### Ports around the boundary

Pins as bars across the die edge, other pins in gray.
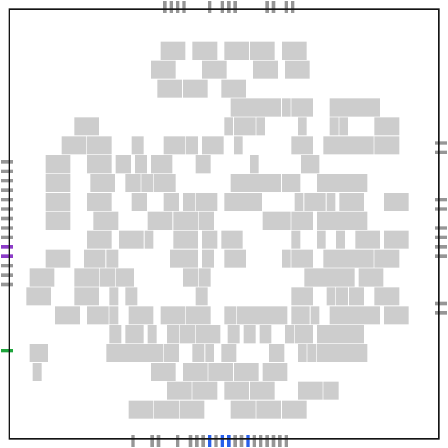
### Metal layers overlaid

Two of the layers only.
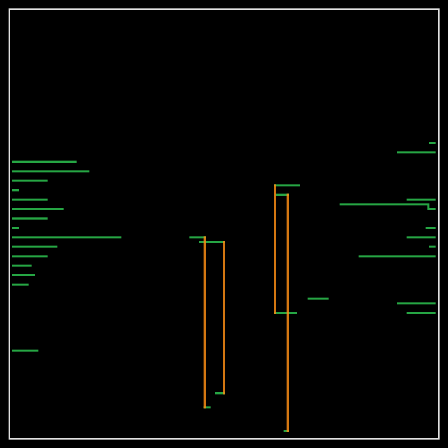
### Routing congestion map

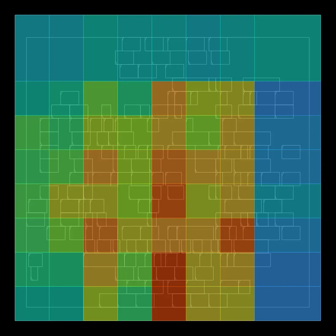
### Placed cells, one color a class

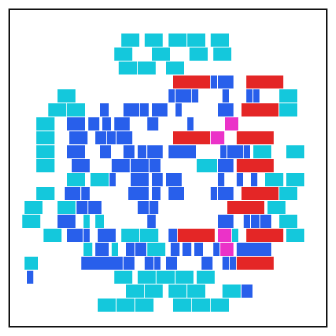
==> config.mk <==
export PLATFORM = sky130hd
export DESIGN_NAME = stream_mux_n
export DESIGN_NICKNAME = d
export VERILOG_FILES = /design/src/rtl/stream_mux_n.sv
export SDC_FILE = /design/constraint.sdc
export NUM_CORES = 1
export LEC_CHECK = 0
export CORE_MARGIN = 2
export CORE_UTILIZATION = 25
export CTS_BUF_LIST = sky130_fd_sc_hd__clkbuf_4 sky130_fd_sc_hd__clkbuf_8 sky130_fd_sc_hd__clkbuf_16
export DETAILED_ROUTE_END_ITERATION = 12
export GPL_TIMING_DRIVEN = 0
export HOLD_SLACK_MARGIN = 0.15
export PLACE_DENSITY = 0.7
export SLEW_MARGIN = 20
export SYNTH_ARGS = -nofsm -noshare
export SYNTH_HDL_FRONTEND = slang
export SYNTH_SLANG_ARGS = --single-unit
==> constraint.sdc <==
create_clock -name clk -period 2.6 [get_ports clk]
set_input_delay 0.26 -clock clk [delete_from_list [all_inputs] [get_ports clk]]
set_output_delay 0.26 -clock clk [all_outputs]
set_load 0.005 [all_outputs]
==> CHANGELOG.md <==
### Metrics

* Seq pwr share at 36.7%
* Path depth of the worst reg2reg path at 5
* Top layer in use: met4
* Outcome: completed
* Grt ovf at 0
* Arrival time at the worst endpoint at 2.19 ns
* Mi-comb count at 83
* Mean instance size in the synthesized netlist at 8.07 um^2
* Most frequent cells in the layout: clkdlybuf4s50_1 (55), nor2_1 (11), dfxtp_1 (11)
* Commonest Layout Cell: clkdlybuf4s50_1
* Clock buffers at 4
* TritonCTS clock tree: yes
* Share of cell area taken by multi-input logic gates at 38.6%
* Filler cells at 336
* Tally of nets with antenna violations remaining after routing at 0
* First-pass GRT wire length at 4260 um
* Number of max-cap violations at 0
* Internal Pwr Total at 0.377 mW
* Biggest area cells: dfxtp_1 (27%), and4b_1 (9.6%), o2bb2ai_1 (8.4%)
* Post-Synth Adder-Cell Area at 0%
* Via density at 4.92
* Most used standard cells in the synthesized netlist: dfxtp_1 (11), nor2_1 (11), a21oi_1 (10)
* Max-slew headroom at the worst pin at 63.0%
* Initial core utilization at 26.8%
* Final Max Tran Viols at 0
* Total number of clock tree sinks at 11
* Leakage power at 0.526 nW
* Worst supply voltage drop on vdd at 0.000157 V
* Crit path buffers/inverters at 3
* Simple-Gate Fraction of Synth Area at 30.6%
* Area-dominant cell class after layout: buffers
* Net Switching at 0.141 mW
* Number of buffers inserted by post-CTS setup repair at 0
* FF+latch count, synth at 11
* Estimated wirelength of the detail-placed design at 2250 um
* Final #Nets at 203
* Post-CTS sizing at 2
* Largest net degree at the start of global routing at 11
* Setup Viol. Count Final at 0
* Yosys Warn Count at 0
* Starting DRT DRC Count at 23
* Post-Place Cell Area at 1440 um^2
* MI comb area at 566 um^2
* Via count of the first global-routing pass at 942
* Layout inverter count without the clock tree at 1
Back to the opening pictures, 'Ports around the boundary':
legend:
  sel_err:
    color: green
    pins: 1
    direction: output
    edge: left
  in_ready:
    color: blue
    pins: 4
    direction: output
    edge: bottom
  sel:
    color: purple
    pins: 2
    direction: input
    edge: left
all pins by edge: 20 bottom, 15 left, 12 top, 10 right
die x size: 61.6 um
Port Buf Inserts: 55

Back to the opening pictures, 'Metal layers overlaid':
legend:
  met4:
    color: orange
    wire_length: 98.6 um
  met3:
    color: green
    wire_length: 149 um
Global Route Usage Sum: 15.2%
drt wl/cell: 13.4 um
total via count in the routed design: 1008
total length of routed wires: 2740 um

Back to the opening pictures, 'Routing congestion map':
met3 routing resource usage after global routing: 2.31%
most used routing layer: met2
end-of-flow core utilization: 47.2%
met1 Use GR: 18.9%
met2 capacity usage during global routing: 24.2%

Back to the opening pictures, 'Placed cells, one color a class':
legend:
  all other logic:
    color: blue
    cells: 84
    share_of_their_area: 40%
  clock drivers and dummy loads:
    color: magenta
    cells: 4
    share_of_their_area: 2.1%
  other buffers and delay cells:
    color: cyan
    cells: 62
    share_of_their_area: 42%
  flip-flops:
    color: red
    cells: 11
    share_of_their_area: 16%
Finished Cell Area: 1470 um^2
sequential fraction of total cell area: 15.0%
standard-cell row count: 20
Core Area: 3100 um^2

Power and IR drop assume default switching activity.
